<file path="src/rtl/cpu_pkg.sv">
// Shared CPU constants and the RAM load controller state type.
package cpu_pkg;

  localparam int ADDR_W      = 4;
  localparam int DATA_W      = 8;
  localparam int SYNC_STAGES = 2;

  typedef enum logic [1:0] {
    RUN      = 2'd0,
    MAN_IDLE = 2'd1,
    WRITE    = 2'd2,
    CLEAR    = 2'd3
  } ram_load_state_t;

endpackage

</file>
<file path="src/rtl/ram_load_controller_if.sv">
// CPU-side request bus in, program RAM port out.
interface ram_load_controller_if #(
  parameter int ADDR_W = cpu_pkg::ADDR_W,
  parameter int DATA_W = cpu_pkg::DATA_W
);

  logic [ADDR_W-1:0] cpu_addr;
  logic              cpu_we;
  logic [DATA_W-1:0] cpu_wdata;
  logic [ADDR_W-1:0] ram_addr;
  logic              ram_we;
  logic [DATA_W-1:0] ram_wdata;

  modport master (
    input  cpu_addr, cpu_we, cpu_wdata,
    output ram_addr, ram_we, ram_wdata
  );

  modport slave (
    output cpu_addr, cpu_we, cpu_wdata,
    input  ram_addr, ram_we, ram_wdata
  );

endinterface

</file>
<file path="src/rtl/panel_input_sync.sv">
// Synchroniser for one asynchronous panel input: level output plus a
// registered one-cycle pulse on each synchronised rising edge.
module panel_input_sync #(
  parameter int SYNC_STAGES = cpu_pkg::SYNC_STAGES
) (
  input  logic clk,
  input  logic rst_n,
  input  logic async_in,
  output logic level,
  output logic pulse
);

  logic [SYNC_STAGES-1:0] sync_q, sync_d;
  logic                   edge_q, edge_d;
  logic                   pulse_q, pulse_d;

  always_comb begin
    sync_d  = {sync_q[SYNC_STAGES-2:0], async_in};
    edge_d  = sync_q[SYNC_STAGES-1];
    pulse_d = sync_q[SYNC_STAGES-1] & ~edge_q;
  end

  always_ff @(posedge clk or negedge rst_n) begin
    if (!rst_n) begin
      sync_q  <= '0;
      edge_q  <= 1'b0;
      pulse_q <= 1'b0;
    end else begin
      sync_q  <= sync_d;
      edge_q  <= edge_d;
      pulse_q <= pulse_d;
    end
  end

  assign level = sync_q[SYNC_STAGES-1];
  assign pulse = pulse_q;

endmodule

</file>
<file path="src/rtl/ram_load_controller.sv">
// Arbitrates the program RAM port between the CPU and the front-panel loader.
//   state    | meaning
//   RUN      | CPU owns the RAM port, panel buttons ignored
//   MAN_IDLE | CPU held, RAM addressed by load_addr, waiting for a button
//   WRITE    | one-cycle write of captured switch data at load_addr
//   CLEAR    | zero every RAM word, one per cycle
module ram_load_controller
  import cpu_pkg::*;
#(
  parameter int ADDR_W      = cpu_pkg::ADDR_W,
  parameter int DATA_W      = cpu_pkg::DATA_W,
  parameter int SYNC_STAGES = cpu_pkg::SYNC_STAGES
) (
  input  logic                  clk,
  input  logic                  rst_n,
  input  logic                  manual_mode,
  input  logic                  write_btn,
  input  logic                  next_btn,
  input  logic                  clear_btn,
  input  logic [DATA_W-1:0]     program_switches,
  ram_load_controller_if.master bus,
  output logic [ADDR_W-1:0]     load_addr,
  output logic                  cpu_hold,
  output logic                  busy
);

  logic man_lvl, man_pulse_unused;
  logic wr_lvl_unused, wr_p;
  logic nxt_lvl_unused, nxt_p;
  logic clr_lvl_unused, clr_p;

  panel_input_sync #(.SYNC_STAGES(SYNC_STAGES)) u_sync_man (
    .clk(clk), .rst_n(rst_n), .async_in(manual_mode),
    .level(man_lvl), .pulse(man_pulse_unused)
  );
  panel_input_sync #(.SYNC_STAGES(SYNC_STAGES)) u_sync_wr (
    .clk(clk), .rst_n(rst_n), .async_in(write_btn),
    .level(wr_lvl_unused), .pulse(wr_p)
  );
  panel_input_sync #(.SYNC_STAGES(SYNC_STAGES)) u_sync_nxt (
    .clk(clk), .rst_n(rst_n), .async_in(next_btn),
    .level(nxt_lvl_unused), .pulse(nxt_p)
  );
  panel_input_sync #(.SYNC_STAGES(SYNC_STAGES)) u_sync_clr (
    .clk(clk), .rst_n(rst_n), .async_in(clear_btn),
    .level(clr_lvl_unused), .pulse(clr_p)
  );

  ram_load_state_t   state_q, state_d;
  logic [ADDR_W-1:0] load_q, load_d;
  logic [ADDR_W-1:0] cnt_q, cnt_d;
  logic [DATA_W-1:0] data_q, data_d;
  logic              hold_q, hold_d;
  logic              busy_q, busy_d;

  always_comb begin
    state_d = state_q;
    load_d  = load_q;
    cnt_d   = cnt_q;
    data_d  = data_q;
    unique case (state_q)
      RUN: begin
        if (man_lvl) state_d = MAN_IDLE;
      end
      MAN_IDLE: begin
        if (clr_p) begin
          state_d = CLEAR;
          cnt_d   = '0;
        end else if (wr_p) begin
          data_d  = program_switches;
          state_d = WRITE;
        end else if (nxt_p) begin
          load_d = load_q + ADDR_W'(1);
        end else if (!man_lvl) begin
          state_d = RUN;
        end
      end
      WRITE: begin
        load_d  = load_q + ADDR_W'(1);
        state_d = MAN_IDLE;
      end
      CLEAR: begin
        cnt_d = cnt_q + ADDR_W'(1);
        if (cnt_q == '1) begin
          load_d  = '0;
          state_d = MAN_IDLE;
        end
      end
      default: state_d = RUN;
    endcase
    // Status flags are registered from the next state so they line up with it.
    hold_d = (state_d != RUN);
    busy_d = (state_d == WRITE) || (state_d == CLEAR);
  end

  always_ff @(posedge clk or negedge rst_n) begin
    if (!rst_n) begin
      state_q <= RUN;
      load_q  <= '0;
      cnt_q   <= '0;
      data_q  <= '0;
      hold_q  <= 1'b0;
      busy_q  <= 1'b0;
    end else begin
      state_q <= state_d;
      load_q  <= load_d;
      cnt_q   <= cnt_d;
      data_q  <= data_d;
      hold_q  <= hold_d;
      busy_q  <= busy_d;
    end
  end

  always_comb begin
    bus.ram_addr  = bus.cpu_addr;
    bus.ram_we    = bus.cpu_we;
    bus.ram_wdata = bus.cpu_wdata;
    unique case (state_q)
      RUN: ;
      CLEAR: begin
        bus.ram_addr  = cnt_q;
        bus.ram_we    = 1'b1;
        bus.ram_wdata = '0;
      end
      WRITE: begin
        bus.ram_addr  = load_q;
        bus.ram_we    = 1'b1;
        bus.ram_wdata = data_q;
      end
      default: begin
        bus.ram_addr  = load_q;
        bus.ram_we    = 1'b0;
        bus.ram_wdata = data_q;
      end
    endcase
  end

  assign load_addr = load_q;
  assign cpu_hold  = hold_q;
  assign busy      = busy_q;

endmodule

</file>
<file path="src/flat_wrapper.sv">
// flat-port wrapper written by rule: the top's interface ports become plain ports
module ram_load_controller_flat import cpu_pkg::*;
#(
  parameter int ADDR_W      = cpu_pkg::ADDR_W,
  parameter int DATA_W      = cpu_pkg::DATA_W,
  parameter int SYNC_STAGES = cpu_pkg::SYNC_STAGES
)
  (clk, rst_n, manual_mode, write_btn, next_btn, clear_btn, program_switches, load_addr, cpu_hold, busy, bus_cpu_addr, bus_cpu_we, bus_cpu_wdata, bus_ram_addr, bus_ram_we, bus_ram_wdata);
  ram_load_controller_if #(.ADDR_W(ADDR_W), .DATA_W(DATA_W)) bus_i ();
  input  logic clk;
  input  logic rst_n;
  input  logic manual_mode;
  input  logic write_btn;
  input  logic next_btn;
  input  logic clear_btn;
  input  logic [DATA_W-1:0] program_switches;
  output logic [ADDR_W-1:0] load_addr;
  output logic cpu_hold;
  output logic busy;
  input wire logic [$bits(bus_i.cpu_addr)-1:0] bus_cpu_addr;
  input wire logic [$bits(bus_i.cpu_we)-1:0] bus_cpu_we;
  input wire logic [$bits(bus_i.cpu_wdata)-1:0] bus_cpu_wdata;
  output wire logic [$bits(bus_i.ram_addr)-1:0] bus_ram_addr;
  output wire logic [$bits(bus_i.ram_we)-1:0] bus_ram_we;
  output wire logic [$bits(bus_i.ram_wdata)-1:0] bus_ram_wdata;
  assign bus_i.cpu_addr = bus_cpu_addr;
  assign bus_i.cpu_we = bus_cpu_we;
  assign bus_i.cpu_wdata = bus_cpu_wdata;
  assign bus_ram_addr = bus_i.ram_addr;
  assign bus_ram_we = bus_i.ram_we;
  assign bus_ram_wdata = bus_i.ram_wdata;
  ram_load_controller #(.ADDR_W(ADDR_W), .DATA_W(DATA_W), .SYNC_STAGES(SYNC_STAGES)) u_core (.clk(clk), .rst_n(rst_n), .manual_mode(manual_mode), .write_btn(write_btn), .next_btn(next_btn), .clear_btn(clear_btn), .program_switches(program_switches), .bus(bus_i), .load_addr(load_addr), .cpu_hold(cpu_hold), .busy(busy));
endmodule
</file>
<file path="config.mk">
export PLATFORM = sky130hd
export DESIGN_NAME = ram_load_controller_flat
export DESIGN_NICKNAME = d
export VERILOG_FILES = /design/src/rtl/cpu_pkg.sv /design/src/rtl/ram_load_controller_if.sv /design/src/rtl/panel_input_sync.sv /design/src/rtl/ram_load_controller.sv /design/src/flat_wrapper.sv
export SDC_FILE = /design/constraint.sdc
export NUM_CORES = 1
export LEC_CHECK = 0
export ABC_CLOCK_PERIOD_IN_PS = 3900
export CAP_MARGIN = 25
export CORE_UTILIZATION = 35
export CTS_CLUSTER_SIZE = 14
export DETAILED_ROUTE_END_ITERATION = 7
export PLACE_DENSITY_LB_ADDON = 0.08
export SETUP_SLACK_MARGIN = 0.3
export SYNTH_ARGS = -nofsm -noshare
export SYNTH_HDL_FRONTEND = slang
export SYNTH_HIERARCHICAL = 1
export SYNTH_SLANG_ARGS = --single-unit
</file>
<file path="constraint.sdc">
create_clock -name clk -period 3.9 [get_ports clk]
set_input_delay 0.975 -clock clk [delete_from_list [all_inputs] [get_ports clk]]
set_output_delay 0.975 -clock clk [all_outputs]
set_load 0.03 [all_outputs]
</file>
Run 1, register map, names as in the netlist:
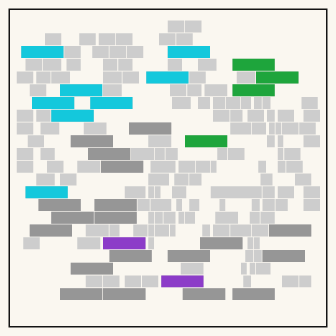
Key: cyan = `u_core/data_q` [sequential cells 8]; green = `u_core/load_addr` [sequential cells 4, where top right]; purple = `u_core/u_sync_clr/sync_q` [sequential cells 2]
register share of the cell area: 38.92%
Sequential Area: 825.8 sq um

Run 1, port wiring:
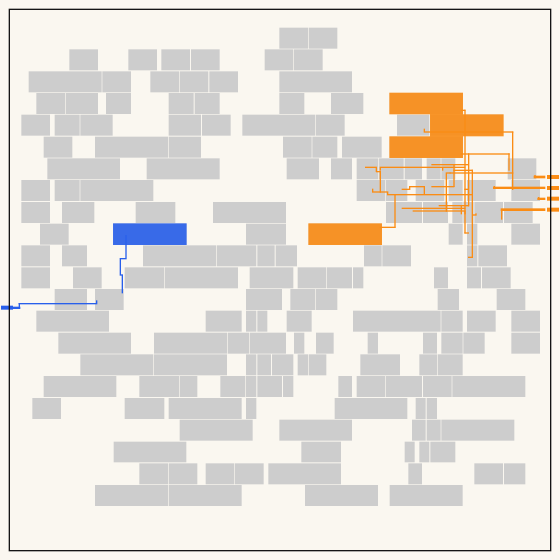
Key: orange = `load_addr` [bits 4, direction output, end cells 4, buffers 4, wire 161 um]; blue = `write_btn` [bits 1, direction input, end cells 1, buffers 1, wire 19.3 um]
buffers added on ports: 45
I/O pins: 46

Run 1, placement view:
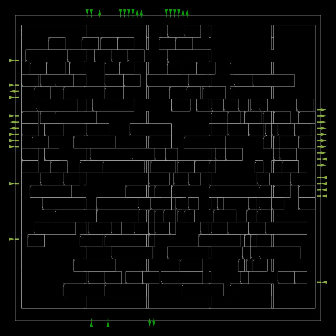
total core area: 4058 sq um
site row count: 23
Layout Utilization: 52.30%

==> impl_table.tex, run 1 <==
% Auto-generated results table
\begin{tabular}{lr}
\hline
Metric & Value \\
\hline
\multicolumn{2}{l}{\textbf{Outcome}} \\
Run status & complete, no violations \\
\multicolumn{2}{l}{\textbf{Critical path}} \\
Critical Path RT & $\sim$2.9 ns \\
Delay contributed by the slowest stage of the critical path & around 0.69 ns \\
Kind of end point of the critical path & output port \\
\multicolumn{2}{l}{\textbf{Global routing}} \\
Largest net degree at the start of global routing & 34 \\
Global-route met2 utilization & a little over a quarter \\
Most Used Layer, Global Route & met2 \\
\multicolumn{2}{l}{\textbf{Yosys}} \\
Average instance area after synthesis & approximately 12 sq um \\
Syn nets & between 150 and 200 \\
\multicolumn{2}{l}{\textbf{Clock network}} \\
CTS tree & yes \\
CTS HTree Levels & 2 \\
Clk ins delay skew pair & 0.28 ns \\
Num Clock Sinks & 33 \\
Total CTS buffers & 5 \\
Post-cts hold buffer count & 0 \\
\multicolumn{2}{l}{\textbf{Placed design}} \\
Detailed placer's ending HPWL & 2144 um \\
\multicolumn{2}{l}{\textbf{Drt}} \\
Drt via density & roughly 5.1 \\
Drc violations & 0 \\
ANT nets after route & 0 \\
Average routed wire per standard cell & 13.10 um \\
Initial DRT Pass Iterations & 4 \\
Met3 routed WL & roughly 170 um \\
Count of vias placed by the detailed router & around 1100 \\
\multicolumn{2}{l}{\textbf{Die}} \\
Die area & $\sim$4500 sq um \\
Height of the chip & 67.44 um \\
\multicolumn{2}{l}{\textbf{Power}} \\
Static leakage & slightly below 0.9 nW \\
Main power group & combinational logic \\
Power dissipated in combinational cells & 0.00108 W \\
Switching power & $\sim$0.0008 W \\
Combinational cell fraction of total power & 56.3\% \\
\multicolumn{2}{l}{\textbf{Finish}} \\
Net count reported at finish & just over 200 \\
Top library cells by usage in the layout, fill and taps aside & sky130\_fd\_sc\_hd\_\_clkdlybuf4s50\_1 (45), sky130\_fd\_sc\_hd\_\_dfrtp\_1 (33), sky130\_fd\_sc\_hd\_\_a22o\_1 (11) \\
Layout overhead on the synthesized area & 41.57\% \\
\multicolumn{2}{l}{\textbf{Final timing}} \\
Slew at the pin closest to its max-slew limit & around 0.58 ns \\
Final clock skew & about 0.0046 ns \\
Final hold vios & 0 \\
Total count of max-transition violations in the final report & 0 \\
Clock period minus worst slack & between 3 and 4 ns \\
\multicolumn{2}{l}{\textbf{Min path}} \\
Type of the most critical hold path & reg2reg \\
\hline
\end{tabular}
-- run 1: worst paths after layout --
| path | startpoint | to | cells after the start |
|---|---|---|---|
| worst min-delay path | u_core/u_sync_man/sync_q[0] | u_core/u_sync_man/sync_q[1] | 0 |
| worst max-delay path | bus_cpu_addr[0] | bus_ram_addr[0] | 4 |
| worst max register to register | u_core/busy | u_core/data_q[7] | 5 |
| min in group asynchronous | rst_n | u_core/cnt_q[3] | 2 |
| worst min register to register | u_core/u_sync_man/sync_q[0] | u_core/u_sync_man/sync_q[1] | 0 |
| max in group asynchronous | rst_n | u_core/load_addr[3] | 2 |
-- run 1: through the flow --
stage | util (%) | hold slack [ns] | instance area (sq um) | std cells
6_report | 52.30 | 0.3520 | 2122 | 223
5_1_grt | 52.30 | 0.3690 | 2122 | 223
4_1_cts | 52.24 | 0.3575 | 2120 | 223
3_5_place_dp | 49.28 | 0.3417 | 1999 | 215
3_3_place_gp | 49.28 | 0.3350 | 1999 | 215
2_1_floorplan | - | 0.3312 | 1499 | 125
-- run 1: cell type report --
class | count | area [sq um] | share of cell area (%)
clock buffers | 6 | 82.58 | 3.892
clock inverters | 2 | 37.54 | 1.769
inverters | 5 | 18.77 | 0.8844
multi-input cells | 80 | 629.4 | 29.66
flip-flops and latches | 33 | 825.8 | 38.92
well taps | 50 | 62.56 | 2.948
repair buffers | 47 | 465.4 | 21.93
-- run 1: repair_timing --
item | in CTS | in global routing
buffers inserted | 0 | 0
endpoints found under the setup margin | 0 | 8
gates resized | 0 | 1
-- run 1: sequential cells by signal (all words and copies together), names as in the netlist, 2 cells and up --
name,cells
u_core/u_sync_man/sync_q,2
u_core/u_sync_clr/sync_q,2
u_core/cnt_q,4
u_core/data_q,8
u_core/load_addr,4
u_core/u_sync_nxt/sync_q,2
u_core/u_sync_wr/sync_q,2
==> run 2, diff against run 1 <==
--- a/config.mk
+++ b/config.mk
@@ -5,7 +5,6 @@
 export SDC_FILE = /design/constraint.sdc
 export NUM_CORES = 1
 export LEC_CHECK = 0
-export ABC_CLOCK_PERIOD_IN_PS = 3900
 export CAP_MARGIN = 25
 export CORE_UTILIZATION = 35
 export CTS_CLUSTER_SIZE = 14
Run 2, register map, names as in the netlist:
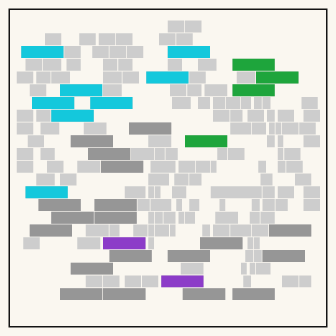
Key: cyan = `u_core/data_q` [sequential cells 8]; green = `u_core/load_addr` [sequential cells 4, where top right]; purple = `u_core/u_sync_clr/sync_q` [sequential cells 2]
Another 19 sequential cells are not coloured.

==> run 2 against run 1 <==
- combinational power is essentially flat
- highest routed layer unchanged
- largest cell class unchanged
- maximum frequency is the same
- first-iteration DRC count is the same
- register-to-register slack is essentially flat
- critical path type unchanged
- area after synthesis is the same
- die area is the same
==> impl_table.tex, run 2 <==
% Auto-generated results table
\begin{tabular}{lr}
\hline
Metric & Value \\
\hline
\multicolumn{2}{l}{\textbf{Die}} \\
Total core area & 4058 sq um \\
I/O pins & 46 \\
Die area & between 4000 and 5000 sq um \\
\multicolumn{2}{l}{\textbf{Drt}} \\
ANT nets after route & 0 \\
Initial DRT Pass Iterations & 4 \\
\multicolumn{2}{l}{\textbf{Clock network}} \\
Num Clock Sinks & 33 \\
Post-cts hold buffer count & 0 \\
\multicolumn{2}{l}{\textbf{Outcome}} \\
Run status & complete, no violations \\
\multicolumn{2}{l}{\textbf{Global routing}} \\
Largest net degree at the start of global routing & 34 \\
\multicolumn{2}{l}{\textbf{Yosys}} \\
Average instance area after synthesis & roughly 12 sq um \\
\multicolumn{2}{l}{\textbf{Finish}} \\
Number of flip-flops in the largest register & 8 \\
Biggest register & u\_core/data\_q \\
Net count reported at finish & between 200 and 250 \\
Top library cells by usage in the layout, fill and taps aside & sky130\_fd\_sc\_hd\_\_clkdlybuf4s50\_1 (45), sky130\_fd\_sc\_hd\_\_dfrtp\_1 (33), sky130\_fd\_sc\_hd\_\_a22o\_1 (11) \\
\multicolumn{2}{l}{\textbf{Placed design}} \\
Buffers added on ports & 45 \\
\multicolumn{2}{l}{\textbf{Final timing}} \\
Slew at the pin closest to its max-slew limit & roughly 0.58 ns \\
\multicolumn{2}{l}{\textbf{Critical path}} \\
Depth of the worst register-to-register path & 5 \\
R2r endpoint & u\_core/data\_q[7] \\
Critical Path RT & $\sim$3 ns \\
\multicolumn{2}{l}{\textbf{Min path}} \\
Type of the most critical hold path & reg2reg \\
\hline
\end{tabular}
## run 2: metal layers
layer | GRT usage [%] | vias up | share of wire (%)
li1 | - | 546 | -
met1 | 17.68 | 561 | 45
met2 | 26.13 | 32 | 48
met3 | 4.392 | 4 | 5.9
met4 | 7.979 | 0 | 0.96
met5 | 0 | - | 0
## run 2: power breakdown
group / total (W) / leakage (nW) / internal, W / switching [W]
sequential: 0.000512 / 0.394 / 0.000437 / 0.0000758
clock: 0.000328 / 0.0574 / 0.000208 / 0.000120
combinational: 0.00108 / 0.441 / 0.000483 / 0.000599
## run 2: cell type report
cell class                 instances  share of cell area, %
clock buffer                       6                  3.892
inverter                           5                 0.8844
timing repair buffer              47                  21.93
sequential                        33                  38.92
tap                               50                  2.948
clock inverter                     2                  1.769
multi-input combinational         80                  29.66
## run 2: worst max path at each step
| stage | to | slack [ns] |
|---|---|---|
| 6_report | bus_ram_addr[0] | 0.52 |
| 5_1_grt | bus_ram_addr[1] | 0.39 |
| 4_1_cts | bus_ram_wdata[1] | 0.41 |
| 3_5_place_dp | bus_ram_addr[0] | 0.53 |
| 3_3_place_gp | bus_ram_addr[0] | 0.57 |
| 2_1_floorplan | bus_ram_addr[0] | 0.84 |
## run 2: worst max-delay path, cell delays in order
cell,delay (ns)
sky130_fd_sc_hd__clkdlybuf4s50_1,0.46
sky130_fd_sc_hd__a22oi_1,0.07
sky130_fd_sc_hd__o21ai_0,0.20
sky130_fd_sc_hd__clkdlybuf4s50_1,0.69
## run 2: per-stage QoR
step	std cells	area, sq um	hold WS (ns)	util [%]
floorplan	125	1499	0.3312	-
finish	223	2122	0.3520	52.30
global placement	215	1999	0.3350	49.28
detailed placement	215	1999	0.3417	49.28
CTS	223	2120	0.3575	52.24
global route	223	2122	0.3690	52.30
Power and IR drop assume default switching activity.
